`src/rtl/sp_ram_pkg.sv`:
```
// Shared types and helpers for the single-port RAM with built-in march self-test.
package sp_ram_pkg;

  typedef enum logic [2:0] {StIdle, StW0, StR0, StW1, StR1, StDrain} bist_state_t;

  // Widest word the helpers support; callers size down with a slice.
  localparam int unsigned MaxDataWidth = 256;
  localparam int unsigned MaxBytes     = MaxDataWidth / 8;

  typedef logic [MaxDataWidth-1:0] word_t;
  typedef logic [MaxBytes-1:0]     be_t;

  localparam word_t PatZero = '0;
  localparam word_t PatOnes = '1;

  function automatic word_t byte_merge(input word_t old_word, input word_t new_word,
                                       input be_t be);
    word_t merged;
    merged = old_word;
    for (int unsigned i = 0; i < MaxBytes; i++) begin
      if (be[i]) merged[8*i +: 8] = new_word[8*i +: 8];
    end
    return merged;
  endfunction

endpackage

```
`src/rtl/sp_ram_array.sv`:
```
// Word storage with byte-enable writes, a 1- or 2-stage read pipeline carrying a request tag,
// and an optional stuck-at-0 fault on bit 0 of one word.
module sp_ram_array
  import sp_ram_pkg::*;
#(
  parameter int unsigned DATA_WIDTH   = 8,
  parameter int unsigned RAM_DEPTH    = 8,
  parameter int unsigned ADDR_WIDTH   = $clog2(RAM_DEPTH),
  parameter int unsigned READ_LATENCY = 1,
  parameter int          FAULT_ADDR   = -1,
  parameter int unsigned TAG_WIDTH    = 1
) (
  input  logic                    clk,
  input  logic                    rst_n,
  input  logic                    req,
  input  logic                    we,
  input  logic [DATA_WIDTH/8-1:0] be,
  input  logic [ADDR_WIDTH-1:0]   addr,
  input  logic [DATA_WIDTH-1:0]   wdata,
  input  logic [TAG_WIDTH-1:0]    tag,
  output logic                    rd_valid,
  output logic [TAG_WIDTH-1:0]    rd_tag,
  output logic [DATA_WIDTH-1:0]   rd_data
);

  localparam logic [ADDR_WIDTH:0]   DepthExt = RAM_DEPTH[ADDR_WIDTH:0];
  localparam bit                    FaultEn  = (FAULT_ADDR >= 0) && (FAULT_ADDR < int'(RAM_DEPTH));
  localparam logic [ADDR_WIDTH-1:0] FaultIdx = FaultEn ? FAULT_ADDR[ADDR_WIDTH-1:0] : '0;

  logic [DATA_WIDTH-1:0] mem [RAM_DEPTH];
  logic                  in_range;
  logic [DATA_WIDTH-1:0] cur_word;
  logic [DATA_WIDTH-1:0] wr_word;
  word_t                 merged_full;
  logic                  unused_merge;

  assign in_range = ({1'b0, addr} < DepthExt);

  // The fault is applied on the read side so merges and reads both see the stuck bit.
  always_comb begin
    cur_word = '0;
    if (in_range) cur_word = mem[addr];
    if (FaultEn && (addr == FaultIdx)) cur_word[0] = 1'b0;
  end

  assign merged_full  = byte_merge(word_t'(cur_word), word_t'(wdata), be_t'(be));
  assign wr_word      = merged_full[DATA_WIDTH-1:0];
  assign unused_merge = ^merged_full;

  always_ff @(posedge clk) begin
    if (req && we && in_range) mem[addr] <= wr_word;
  end

  logic                  v1_q;
  logic [TAG_WIDTH-1:0]  tag1_q;
  logic [DATA_WIDTH-1:0] data1_q;

  always_ff @(posedge clk or negedge rst_n) begin
    if (!rst_n) begin
      v1_q    <= 1'b0;
      tag1_q  <= '0;
      data1_q <= '0;
    end else begin
      v1_q <= req && !we;
      if (req && !we) begin
        tag1_q  <= tag;
        data1_q <= cur_word;
      end
    end
  end

  if (READ_LATENCY == 2) begin : g_lat2
    logic                  v2_q;
    logic [TAG_WIDTH-1:0]  tag2_q;
    logic [DATA_WIDTH-1:0] data2_q;

    always_ff @(posedge clk or negedge rst_n) begin
      if (!rst_n) begin
        v2_q    <= 1'b0;
        tag2_q  <= '0;
        data2_q <= '0;
      end else begin
        v2_q <= v1_q;
        if (v1_q) begin
          tag2_q  <= tag1_q;
          data2_q <= data1_q;
        end
      end
    end

    assign rd_valid = v2_q;
    assign rd_tag   = tag2_q;
    assign rd_data  = data2_q;
  end else begin : g_lat1
    assign rd_valid = v1_q;
    assign rd_tag   = tag1_q;
    assign rd_data  = data1_q;
  end

endmodule

```
`src/rtl/sp_ram_bist.sv`:
```
// Single-port RAM front end: user request port, march self-test FSM (W0,R0,W1,R1,drain)
// and the self-test result registers.
module sp_ram_bist
  import sp_ram_pkg::*;
#(
  parameter int unsigned DATA_WIDTH   = 8,
  parameter int unsigned RAM_DEPTH    = 8,
  parameter int unsigned ADDR_WIDTH   = $clog2(RAM_DEPTH),
  parameter int unsigned READ_LATENCY = 1,
  parameter int          FAULT_ADDR   = -1
) (
  input  logic                    clk_ip,
  input  logic                    rst_n_ip,
  input  logic                    req_valid_ip,
  output logic                    req_ready_op,
  input  logic                    we_ip,
  input  logic [DATA_WIDTH/8-1:0] be_ip,
  input  logic [ADDR_WIDTH-1:0]   address_ip,
  input  logic [DATA_WIDTH-1:0]   data_ip,
  output logic                    rd_valid_op,
  output logic [DATA_WIDTH-1:0]   rd_data_op,
  input  logic                    bist_start_ip,
  output logic                    bist_busy_op,
  output logic                    bist_done_op,
  output logic                    bist_pass_op,
  output logic [ADDR_WIDTH-1:0]   bist_fail_addr_op
);

  localparam int unsigned           TagWidth = ADDR_WIDTH + 2;
  localparam int unsigned           LastInt  = RAM_DEPTH - 1;
  localparam logic [ADDR_WIDTH-1:0] LastAddr = LastInt[ADDR_WIDTH-1:0];
  localparam logic [DATA_WIDTH-1:0] Ones     = PatOnes[DATA_WIDTH-1:0];
  localparam logic [DATA_WIDTH-1:0] Zero     = PatZero[DATA_WIDTH-1:0];

  bist_state_t           state_q, state_d;
  logic [ADDR_WIDTH-1:0] cnt_q, cnt_d;
  logic                  drain_q, drain_d;
  logic                  drain_last;
  logic                  finish;

  logic                    arr_req, arr_we;
  logic [DATA_WIDTH/8-1:0] arr_be;
  logic [ADDR_WIDTH-1:0]   arr_addr;
  logic [DATA_WIDTH-1:0]   arr_wdata;
  // Tag layout: {bist read, expect all-1, address}.
  logic [TagWidth-1:0]     arr_tag, ret_tag;
  logic                    ret_valid;
  logic [DATA_WIDTH-1:0]   ret_data;

  assign drain_last   = (READ_LATENCY == 1) || drain_q;
  assign finish       = (state_q == StDrain) && drain_last;
  assign req_ready_op = (state_q == StIdle) && !bist_start_ip;
  assign bist_busy_op = (state_q != StIdle);

  always_ff @(posedge clk_ip or negedge rst_n_ip) begin
    if (!rst_n_ip) begin
      state_q <= StIdle;
      cnt_q   <= '0;
      drain_q <= 1'b0;
    end else begin
      state_q <= state_d;
      cnt_q   <= cnt_d;
      drain_q <= drain_d;
    end
  end

  always_comb begin
    state_d   = state_q;
    cnt_d     = cnt_q;
    drain_d   = drain_q;
    arr_req   = 1'b0;
    arr_we    = 1'b0;
    arr_be    = '0;
    arr_addr  = address_ip;
    arr_wdata = data_ip;
    arr_tag   = {2'b00, address_ip};
    unique case (state_q)
      StIdle: begin
        if (bist_start_ip) begin
          state_d = StW0;
          cnt_d   = '0;
        end else begin
          arr_req = req_valid_ip;
          arr_we  = we_ip;
          arr_be  = be_ip;
        end
      end
      StW0, StW1: begin
        arr_req   = 1'b1;
        arr_we    = 1'b1;
        arr_be    = '1;
        arr_addr  = cnt_q;
        arr_wdata = (state_q == StW1) ? Ones : Zero;
        if (cnt_q == LastAddr) begin
          cnt_d   = '0;
          state_d = (state_q == StW0) ? StR0 : StR1;
        end else begin
          cnt_d = cnt_q + 1'b1;
        end
      end
      StR0, StR1: begin
        arr_req  = 1'b1;
        arr_addr = cnt_q;
        arr_tag  = {1'b1, (state_q == StR1), cnt_q};
        drain_d  = 1'b0;
        if (cnt_q == LastAddr) begin
          cnt_d   = '0;
          state_d = (state_q == StR0) ? StW1 : StDrain;
        end else begin
          cnt_d = cnt_q + 1'b1;
        end
      end
      StDrain: begin
        if (drain_last) state_d = StIdle;
        else            drain_d = 1'b1;
      end
      default: state_d = StIdle;
    endcase
  end

  sp_ram_array #(
    .DATA_WIDTH  (DATA_WIDTH),
    .RAM_DEPTH   (RAM_DEPTH),
    .ADDR_WIDTH  (ADDR_WIDTH),
    .READ_LATENCY(READ_LATENCY),
    .FAULT_ADDR  (FAULT_ADDR),
    .TAG_WIDTH   (TagWidth)
  ) u_array (
    .clk     (clk_ip),
    .rst_n   (rst_n_ip),
    .req     (arr_req),
    .we      (arr_we),
    .be      (arr_be),
    .addr    (arr_addr),
    .wdata   (arr_wdata),
    .tag     (arr_tag),
    .rd_valid(ret_valid),
    .rd_tag  (ret_tag),
    .rd_data (ret_data)
  );

  logic                  ret_bist, ret_ones, mismatch;
  logic [ADDR_WIDTH-1:0] ret_addr;
  logic [DATA_WIDTH-1:0] rd_hold_q;
  logic                  done_q, pass_q, fail_seen_q;
  logic [ADDR_WIDTH-1:0] fail_addr_q, first_addr_q;

  assign ret_bist = ret_tag[TagWidth-1];
  assign ret_ones = ret_tag[TagWidth-2];
  assign ret_addr = ret_tag[ADDR_WIDTH-1:0];
  assign mismatch = ret_valid && ret_bist && (ret_data != (ret_ones ? Ones : Zero));

  assign rd_valid_op       = ret_valid && !ret_bist;
  assign rd_data_op        = rd_valid_op ? ret_data : rd_hold_q;
  assign bist_done_op      = done_q;
  assign bist_pass_op      = pass_q;
  assign bist_fail_addr_op = fail_addr_q;

  always_ff @(posedge clk_ip or negedge rst_n_ip) begin
    if (!rst_n_ip) begin
      rd_hold_q    <= '0;
      done_q       <= 1'b0;
      pass_q       <= 1'b0;
      fail_seen_q  <= 1'b0;
      fail_addr_q  <= '0;
      first_addr_q <= '0;
    end else begin
      if (rd_valid_op) rd_hold_q <= ret_data;
      done_q <= finish;
      if ((state_q == StIdle) && bist_start_ip) begin
        fail_seen_q  <= 1'b0;
        first_addr_q <= '0;
      end else if (mismatch && !fail_seen_q) begin
        fail_seen_q  <= 1'b1;
        first_addr_q <= ret_addr;
      end
      // The final compare can land in the same cycle as finish.
      if (finish) begin
        pass_q      <= !(fail_seen_q || mismatch);
        fail_addr_q <= fail_seen_q ? first_addr_q : (mismatch ? ret_addr : '0);
      end
    end
  end

endmodule
```
`config.mk`:
```
export PLATFORM = sky130hd
export DESIGN_NAME = sp_ram_bist
export DESIGN_NICKNAME = d
export VERILOG_FILES = /design/src/rtl/sp_ram_pkg.sv /design/src/rtl/sp_ram_array.sv /design/src/rtl/sp_ram_bist.sv
export SDC_FILE = /design/constraint.sdc
export NUM_CORES = 1
export LEC_CHECK = 0
export CAP_MARGIN = 20
export CORE_ASPECT_RATIO = 0.75
export CORE_MARGIN = 5
export CORE_UTILIZATION = 37
export DETAILED_ROUTE_END_ITERATION = 8
export HOLD_SLACK_MARGIN = 0.02
export PLACE_DENSITY_LB_ADDON = 0.08
export REMOVE_ABC_BUFFERS = 1
export SLEW_MARGIN = 20
export SYNTH_ARGS = -nofsm -noshare
export SYNTH_HDL_FRONTEND = slang
export SYNTH_HIERARCHICAL = 1
export SYNTH_SLANG_ARGS = --single-unit
```
`constraint.sdc`:
```
create_clock -name clk_ip -period 2.7 [get_ports clk_ip]
set_input_delay 0.54 -clock clk_ip [delete_from_list [all_inputs] [get_ports clk_ip]]
set_output_delay 0.54 -clock clk_ip [all_outputs]
set_load 0.05 [all_outputs]
```
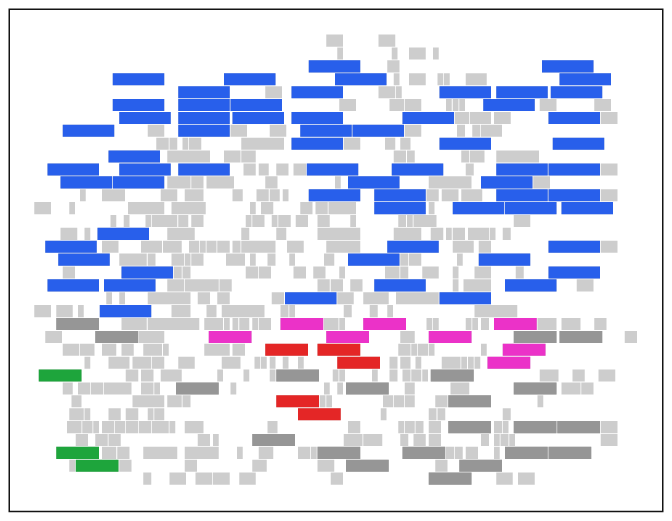
(sequential cells grouped by signal name)
state_q: marked green, flops 3. u_array/mem: marked blue, flops 64. u_array/rd_data: marked magenta, flops 8. u_array/rd_tag: marked red, flops 5.
Another 21 sequential cells are not coloured.
sequential power: 2720 µW
Post-Route Utilization: 0.484
sequential cell area share: 0.485
Flop area: 0.00285 mm²

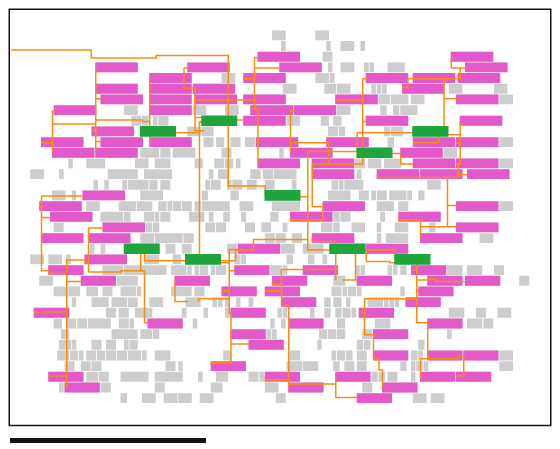
(clock distribution)
The bar under the picture is 50 µm long.
flip-flops: marked magenta, count 101. clock wires: marked orange, length 1160 µm. cells driving clock nets: marked green, count 9.
There are 10 routed clock nets. Position of the flops: widely spread.
clock group power: 1290 µW
worst skew pair latency: 340 ps
Clock power frac: 0.155
clk_skew: 7.57 ps

==> changes_impl.md <==
### Metrics

- Synth flops: 101
- Post-Syn Area per Cell: 12.5 µm²
- Max reg flops: 64
- Crit path kind: register to register
- Fin area: 0.00587 mm²
- Main logic family after synthesis: simple AND/OR/NAND/NOR gates
- Sw frac: 0.401
- Internal power: 4990 µW
- CTS clk-pin slew, worst paths: 70 ps
- Mapped Cells: 363
- Reg with most FFs: u_array/mem
- Hold Worst Slack: 280 ps
- Status: completed
- Fin crit share: 0.988
- Hold Crit Class: input port to asynchronous set/reset pin
- Area share of and/or/nand/nor cells after synthesis: 0.124
- Met1 usage: 0.247
- Switch Pwr: 3340 µW
- Initial core utilization: 0.373
- Dpl cell area: 0.00532 mm²
- Post-synth EDFFs: 64
- Post-Syn Area: 0.00452 mm²
- Compound Share, Synth: 0.0965
- Worst path arrival time: 2740 ps
- Maximum vdd drop: 517 µV
- Buffers on Ports: 32
- Nets: 464
- Rows: 35
- Layout area overhead: 29.7%
- Dominant cell type by area after synthesis: edfxtp_1
- Yosys warning tally: 6
- Synth Flop Type: edfxtp_1
- CP Launch Type: register
- Crit path cell chain: or2b_1, a21oi_4, o21bai_4, mux2_4, buf_6, or2b_1, buf_6, o22ai_4, a311oi_2, buf_4, a21oi_4
- Delay-heaviest family, CP: AND-OR/OR-AND gates
- Crit path max fanout: 8
- Chip area: 0.0146 mm²
- Setup ws final: 31.3 ps
- Top-area cell share: 0.425
- Routed wire length: 11200 µm
- CP max stage delay: 370 ps
- Fin crit period: 2670 ps
- Required time of the critical path: 2770 ps
- R2R setup slack: 30 ps
- Met3 Use GR: 0.0429
- Asr flop ratio synth: 0.366
- Met2 usage: 0.226
- Initial antenna violation count: 0
- Reg-to-Reg Start: state_q[2]
- Placement Setup Slack: -121 ps
- DR vias/cell: 4.94
- Mean routed wirelength per cell: 18.1 µm
- Aggregate global routing overflow: 0
- Power share of the combinational group: 0.518
- Sequential share of the synthesized area: 0.630
- Max Clk Rate: 0.375 GHz
- Vias in the first global route: 3023
- Stages on the worst setup path: 11
- Dpl cells: 594
- Total vias in the final route: 3045
- Non-Filler Instances: 616
- Pre-antenna DRT Iters: 4
- Top power group: combinational logic
- # diodes: 0
- # hold bufs at CTS: 0
- Tool Warnings: 26
- CTS tree: done
- Sinks on Clock Net: 101
- GR peak layer: met1
- # H-tree levels: 3
- Slowest cell on crit path: dfrtp_1
- Leak pwr: 0.00237 µW
- Share of layout cells above drive strength 1: 0.304
- Worst Max-Slew Pin Slew: 831 ps
- Pins Over Slew Limit: 0
- Sequential power share: 0.327
- Max-cap violations: 0
- Commonest cells post-synth: 64 x edfxtp_1, 54 x nand2_1, 37 x dfrtp_1
- RSZ-0062 raised after global routing: true
- Logic power comb: 4310 µW
- Overall track demand over capacity in global routing: 0.159
- CP startpoint: state_q[2]
- Ports: 33
- Pwr dens: 1420 mW/mm²
- Chip Area, Yosys: 0.00452 mm²
- Tot Pwr: 8330 µW
- Antenna Violating Nets Remaining: 0
- HPWL Detailed: 8020 µm
- Yosys cell types: 53
- Crit end category: register
- CTS root buffer: clkbuf_16
- Clock Path Buffers: 2
- Final TNS setup: 0 ps
- Slew headroom: 0.446
- Worst reg2reg path depth: 11
- DRC: 0
- Placer Congestion: 0.792
- XOR Share, Synth: 0.00194
- First-pass GRT wire length: 17400 µm
- Violation tally from detailed-route iteration zero: 210
- Top area cell types: edfxtp_1 42%, dfrtp_1 20%, mux2i_1 6.2%, nand2_1 4.5%, mux2_2 2.7%
- Top cells excl fill/tap: 64 x edfxtp_1, 59 x buf_4, 53 x nand2_1
- Buf/Inv on CP: 3
layout make-up:
type	count	area, µm²
Clock buffer	9	225
Clock inverter	7	75.1
Fill cell	1081	6260
Inverter	14	56.3
Multi-Input combinational cell	229	1660
Sequential cell	101	2850
Tap cell	166	208
Timing Repair Buffer	90	792
metal layers:
| layer | vias up | wire length [µm] | share of wire |
|---|---|---|---|
| met4 | 0 | 93 | 0.0083 |
| met1 | 1507 | 5750 | 0.52 |
| li1 | 1482 | - | - |
| met2 | 47 | 4910 | 0.44 |
| met3 | 9 | 390 | 0.035 |
| met5 | - | 0 | 0 |
repair_timing:
| action | 4_1_cts | 5_1_grt |
|---|---|---|
| pin swaps | 1 | 7 |
| resized | 7 | 33 |
| endpoints found under the setup margin | 54 | 65 |
| setup buffers | 2 | 6 |
Power and IR drop assume default switching activity.
